`src/rtl/fifo_stream_reader_if.sv`:
```
// FIFO read port and valid/ready stream seen by the read-side adapter.
// master: the adapter; slave: the FIFO/consumer environment.
interface fifo_stream_reader_if #(
    parameter int BITS = 32
);
    logic            fifo_rd_en;
    logic [BITS-1:0] fifo_rd_data;
    logic            fifo_rd_empty;
    logic            m_valid;
    logic            m_ready;
    logic [BITS-1:0] m_data;
    logic            flush;
    logic [31:0]     m_count;

    modport master (
        output fifo_rd_en, m_valid, m_data, m_count,
        input  fifo_rd_data, fifo_rd_empty, m_ready, flush
    );

    modport slave (
        input  fifo_rd_en, m_valid, m_data, m_count,
        output fifo_rd_data, fifo_rd_empty, m_ready, flush
    );
endinterface

```
`src/rtl/fifo_stream_reader.sv`:
```
// Read-domain adapter: FIFO read port to valid/ready stream through a
// small prefetch buffer with credit-limited read issue and sync flush.
module fifo_stream_reader #(
    parameter int BITS  = 32,
    parameter int DEPTH = 2
) (
    input logic                  rd_clk,
    input logic                  rd_rst,
    fifo_stream_reader_if.master bus
);
    localparam int PW = $clog2(DEPTH);
    localparam int LW = PW + 2;

    typedef enum logic [1:0] {
        IDLE   = 2'd0,
        STREAM = 2'd1,
        FLUSH  = 2'd2
    } state_t;

    state_t          state_q, state_d;
    logic [PW:0]     occ_q, occ_d;
    logic [PW-1:0]   wptr_q, rptr_q;
    logic            inflight_q;
    logic [BITS-1:0] mem_q [DEPTH];
    logic [31:0]     cnt_q;
    logic            m_valid;
    logic            pop;
    logic            push;
    logic            issue;
    logic [LW-1:0]   level;

    assign m_valid = (occ_q != '0) && !bus.flush && (state_q != FLUSH);
    assign pop     = m_valid && bus.m_ready;
    // A word landing during a flush cycle is dropped, not buffered.
    assign push    = inflight_q && !bus.flush;

    // Buffered + in-flight words after this cycle's pop must leave room.
    assign level = LW'(occ_q) + LW'(inflight_q) - LW'(pop);
    assign issue = !rd_rst && !bus.fifo_rd_empty && !bus.flush
                   && (state_q != FLUSH) && (int'(level) < DEPTH);

    assign bus.fifo_rd_en = issue;
    assign bus.m_valid    = m_valid;
    assign bus.m_data     = mem_q[rptr_q];
    assign bus.m_count    = cnt_q;

    always_comb begin
        occ_d = occ_q;
        if (bus.flush) begin
            occ_d = '0;
        end else if (push && !pop) begin
            occ_d = occ_q + 1'b1;
        end else if (!push && pop) begin
            occ_d = occ_q - 1'b1;
        end
    end

    always_comb begin
        state_d = state_q;
        unique case (state_q)
            IDLE: begin
                if (issue) state_d = STREAM;
            end
            STREAM: begin
                if (occ_q == '0 && !inflight_q && bus.fifo_rd_empty)
                    state_d = IDLE;
            end
            FLUSH:   state_d = IDLE;
            default: state_d = IDLE;
        endcase
        if (bus.flush) state_d = FLUSH;
    end

    always_ff @(posedge rd_clk or posedge rd_rst) begin
        if (rd_rst) begin
            state_q    <= IDLE;
            occ_q      <= '0;
            wptr_q     <= '0;
            rptr_q     <= '0;
            inflight_q <= 1'b0;
            cnt_q      <= '0;
        end else begin
            state_q    <= state_d;
            occ_q      <= occ_d;
            inflight_q <= issue;
            if (bus.flush) begin
                wptr_q <= '0;
                rptr_q <= '0;
            end else begin
                if (push) wptr_q <= wptr_q + PW'(1);
                if (pop)  rptr_q <= rptr_q + PW'(1);
            end
            if (pop) cnt_q <= cnt_q + 32'd1;
        end
    end

    always_ff @(posedge rd_clk or posedge rd_rst) begin
        if (rd_rst) begin
            for (int i = 0; i < DEPTH; i++) mem_q[i] <= '0;
        end else if (push) begin
            mem_q[wptr_q] <= bus.fifo_rd_data;
        end
    end

    // The credit limit makes a push into a full buffer impossible.
    always_ff @(posedge rd_clk) begin
        if (!rd_rst) assert (!(push && int'(occ_q) == DEPTH));
    end
endmodule

```
`src/flat_wrapper.sv`:
```
// flat-port wrapper written by rule: the top's interface ports become plain ports
module fifo_stream_reader_flat 
#(
    parameter int BITS  = 32,
    parameter int DEPTH = 2
)
  (rd_clk, rd_rst, bus_fifo_rd_en, bus_m_valid, bus_m_data, bus_m_count, bus_fifo_rd_data, bus_fifo_rd_empty, bus_m_ready, bus_flush);
  fifo_stream_reader_if #(.BITS(BITS)) bus_i ();
  input logic rd_clk;
  input logic rd_rst;
  output wire logic [$bits(bus_i.fifo_rd_en)-1:0] bus_fifo_rd_en;
  output wire logic [$bits(bus_i.m_valid)-1:0] bus_m_valid;
  output wire logic [$bits(bus_i.m_data)-1:0] bus_m_data;
  output wire logic [$bits(bus_i.m_count)-1:0] bus_m_count;
  input wire logic [$bits(bus_i.fifo_rd_data)-1:0] bus_fifo_rd_data;
  input wire logic [$bits(bus_i.fifo_rd_empty)-1:0] bus_fifo_rd_empty;
  input wire logic [$bits(bus_i.m_ready)-1:0] bus_m_ready;
  input wire logic [$bits(bus_i.flush)-1:0] bus_flush;
  assign bus_fifo_rd_en = bus_i.fifo_rd_en;
  assign bus_m_valid = bus_i.m_valid;
  assign bus_m_data = bus_i.m_data;
  assign bus_m_count = bus_i.m_count;
  assign bus_i.fifo_rd_data = bus_fifo_rd_data;
  assign bus_i.fifo_rd_empty = bus_fifo_rd_empty;
  assign bus_i.m_ready = bus_m_ready;
  assign bus_i.flush = bus_flush;
  fifo_stream_reader #(.BITS(BITS), .DEPTH(DEPTH)) u_core (.rd_clk(rd_clk), .rd_rst(rd_rst), .bus(bus_i));
endmodule
```
`config.mk`:
```
export PLATFORM = sky130hd
export DESIGN_NAME = fifo_stream_reader_flat
export DESIGN_NICKNAME = d
export VERILOG_FILES = /design/src/rtl/fifo_stream_reader_if.sv /design/src/rtl/fifo_stream_reader.sv /design/src/flat_wrapper.sv
export SDC_FILE = /design/constraint.sdc
export NUM_CORES = 1
export LEC_CHECK = 0
export ABC_AREA = 1
export CORE_UTILIZATION = 30
export CTS_BUF_LIST = sky130_fd_sc_hd__clkbuf_8
export CTS_CLUSTER_SIZE = 24
export DETAILED_ROUTE_END_ITERATION = 10
export PLACE_DENSITY = 0.55
export SLEW_MARGIN = 30
export SYNTH_ARGS = -nofsm -noshare
export SYNTH_HDL_FRONTEND = slang
export SYNTH_SLANG_ARGS = --single-unit
```
`constraint.sdc`:
```
create_clock -name rd_clk -period 7.3 [get_ports rd_clk]
set_input_delay 1.46 -clock rd_clk [delete_from_list [all_inputs] [get_ports rd_clk]]
set_output_delay 1.46 -clock rd_clk [all_outputs]
set_load 0.02 [all_outputs]
```
layer_met2.png
The bar under the picture is 50 µm long. Cells faint in the background.
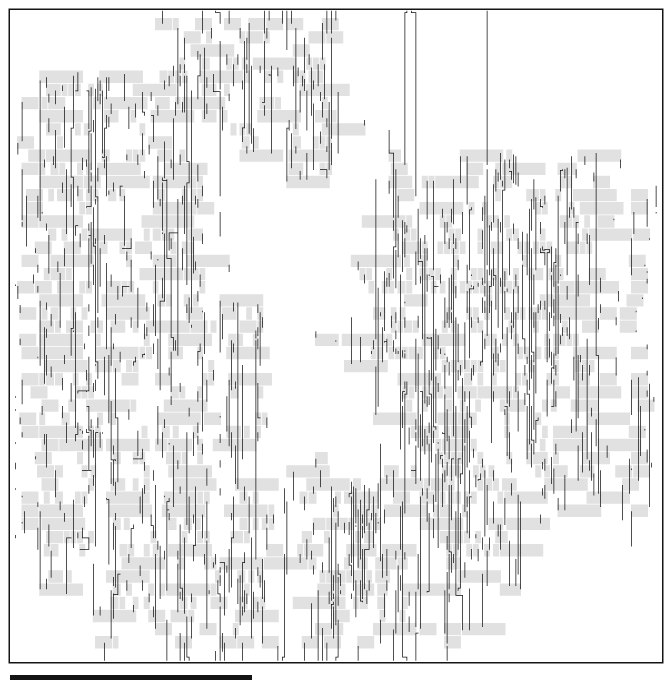
nets with wire on the layer: 617
share of all routed wire: 45%
wire length on this layer: 5670 µm
longest straight run: 45.9 µm
main direction: vertical

congestion.png
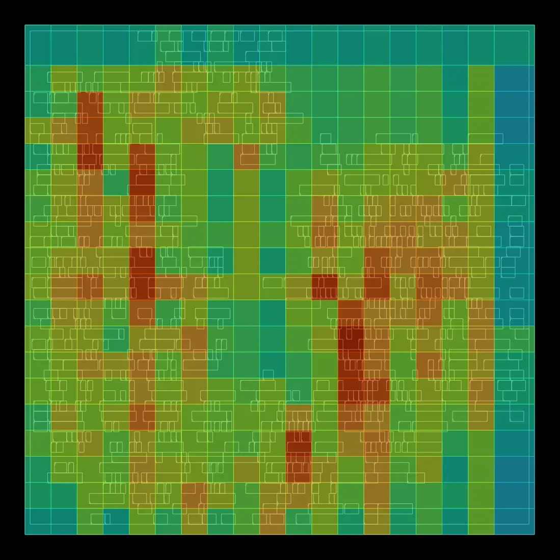
GR Util met3: 3.75%
Routed WL per cell: 12.4 µm
Tot GR Track Use: 14.9%

layer_met1.png
The bar under the picture is 50 µm long. Supply wires on this layer in gray. Cells faint in the background.
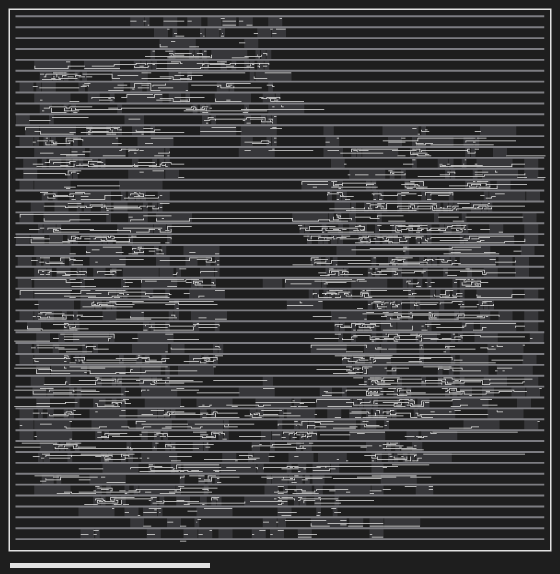
longest straight run: 31.3 µm
nets with wire on the layer: 720
met1 usage: 19.4%
final wirelength: 12500 µm

==> results.py <==
# Generated from Yosys and OpenROAD reports
metrics = {
    "cts": {
        "clockBufferDepth": 2,
        "insertion_delay_ps": 390,
        "ctsResizeCount": 0,
        "clockRootBuffer": "clkbuf_8",
    },
    "job": {
        "cap_violations": 0,
        "tool_warnings": 26,
    },
    "synthesis": {
        "async_flop_share_pct": 100,
        "netlist.area_leader.share_pct": 48.7,
        "synth_dominant_cell_count": "nand2_1",
        "ys_sh_simple_pct": 32.1,
        "ys.warnings.count": 0,
        "synth-edff-count": 0,
        "aoi_share_pct": 8.15,
        "synth_top_flop_cell": "dfrtp_1",
        "syn-num-nets": 723,
        "ys_sh_adder_pct": 0.851,
        "ys_types": 29,
        "ys_top_cells_by_count": "nand2_1, dfrtp_1, inv_1",
        "yosys_cells": 683,
        "synth-seq-cells": 103,
    },
    "power_and_ir_drop": {
        "switchingPower_uw": 443,
        "internal_power_uw": 961,
        "swShare_pct": 31.6,
        "pwr-share-seq_pct": 47.8,
        "top_power_group": "sequential cells",
        "clockPowerShare_pct": 27.3,
        "sequentialPower_uw": 670,
        "comb_power_uw": 350,
    },
    "routing": {
        "drt_pass1_iterations": 5,
        "drtIter0Drc": 263,
        "drcViolationCount": 0,
        "wl_met1_um": 5890,
        "wl_met3_um": 746,
    },
    "hold_path": {
        "min_path_type": "reg2reg",
        "whs_endpoint": "u_core.mem_q[34]$_DFFE_PP0P_",
    },
    "timing": {
        "finalCriticalPeriod_ps": 5910,
        "slew_headroom_pct": 45.8,
        "clock_skew_ps": 9.66,
    },
    "final_layout": {
        "sh_seq_area_pct": 38.4,
        "fillers": 1810,
        "logic_area_um2": 2330,
        "seq_area_um2": 2580,
        "n_antenna_cell": 0,
        "drive_above_1_share_pct": 8.31,
        "fin_util_pct": 38.9,
        "largest_class": "sequential cells",
        "clock_buffer_count": 9,
        "clock_cell_area_share_pct": 3.04,
        "fin_cells": 1007,
        "final_nets": 817,
        "final_cell_mix": "nand2_1, dfrtp_1, clkdlybuf4s50_1, inv_1, nor2_1",
    },
    "place": {
        "dp_cells": 990,
        "port_buffers": 102,
        "place_area_um2": 6500,
        "pre_cts_ws_ps": 1350,
    },
    "worst_setup_path": {
        "path_buffers": 4,
        "worstPathArrival_ps": 4450,
        "crit_family": "buffers and inverters",
        "crit_end": "bus_fifo_rd_en",
        "ff2ff_path_depth": 10,
        "required_ps": 5840,
        "crit_path_max_fanout": 16,
        "r2r_start": "u_core.occ_q[1]$_DFFE_PP0P_",
        "crit_path_start": "bus_flush",
        "path_cells": "clkdlybuf4s50_1, inv_2, nand3_4, nor2_8, ha_1, or2_2, fa_1, xnor2_1, nand4_1, inv_1, clkdlybuf4s50_1",
        "crit_path_end_kind": "output port",
    },
    "floorplan": {
        "core-area_um2": 17200,
        "tap-cell-count": 225,
        "initial_core_util_pct": 30.7,
        "rows": 48,
    },
    "run_status": {
        "status": "finished, final reports clean",
    },
    "global_routing": {
        "grt_pass1_vias": 4275,
        "antenna_found_initial": 0,
        "grt_pass1_wl_um": 21300,
    },
}
detail.png
The bar under the picture is 10 µm long. Window x 47 to 87, y 20 to 60 µm. Cells in gray, sequential cells in the stronger gray; small squares are vias.
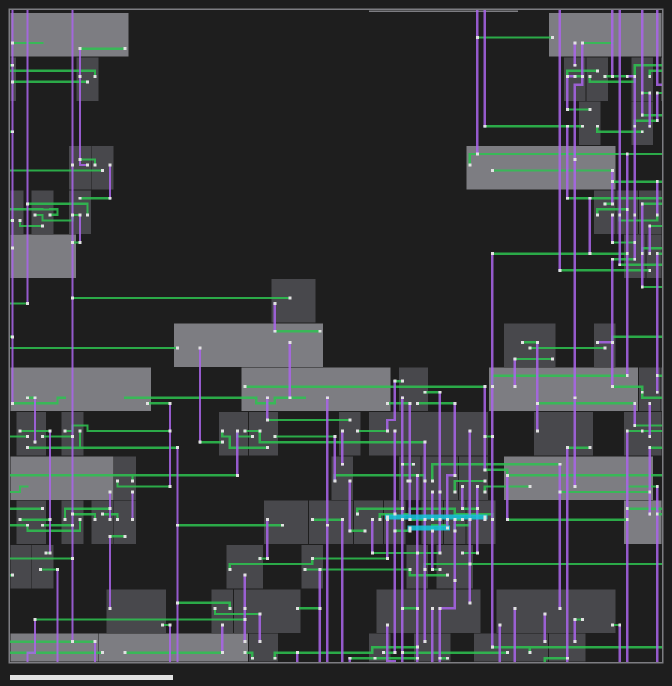
legend:
  metal 1:
    color: green
  metal 3:
    color: cyan
  metal 2:
    color: purple
cells with their middle in the window: 69
netlist names of flops here include: `u_core.mem_q` (4), `u_core.bus.m_count` (3), `u_core.occ_q` (2)
most frequent: nand2_1 (24), dfrtp_1 (11)
sequential cells in the window: 11

sizes.png
The bar under the picture is 50 µm long.
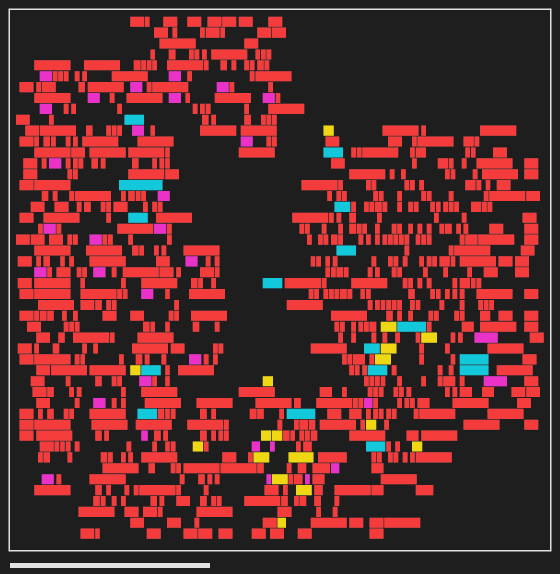
legend:
  _6 and larger:
    color: cyan
    cells: 16
    share: 2.0%
  _3 and _4 cells:
    color: yellow
    cells: 17
    share: 2.2%
  _0 and _1 cells:
    color: red
    cells: 717
    share: 92%
  _2 cells:
    color: magenta
    cells: 32
    share: 4.1%
Final WS setup: 1390 ps
post-route cell area: 6710 µm²
bufs w/o clock: 107
Layout area overhead: 26.7%

No activity file was given, so power comes from the tool's default toggle rates.
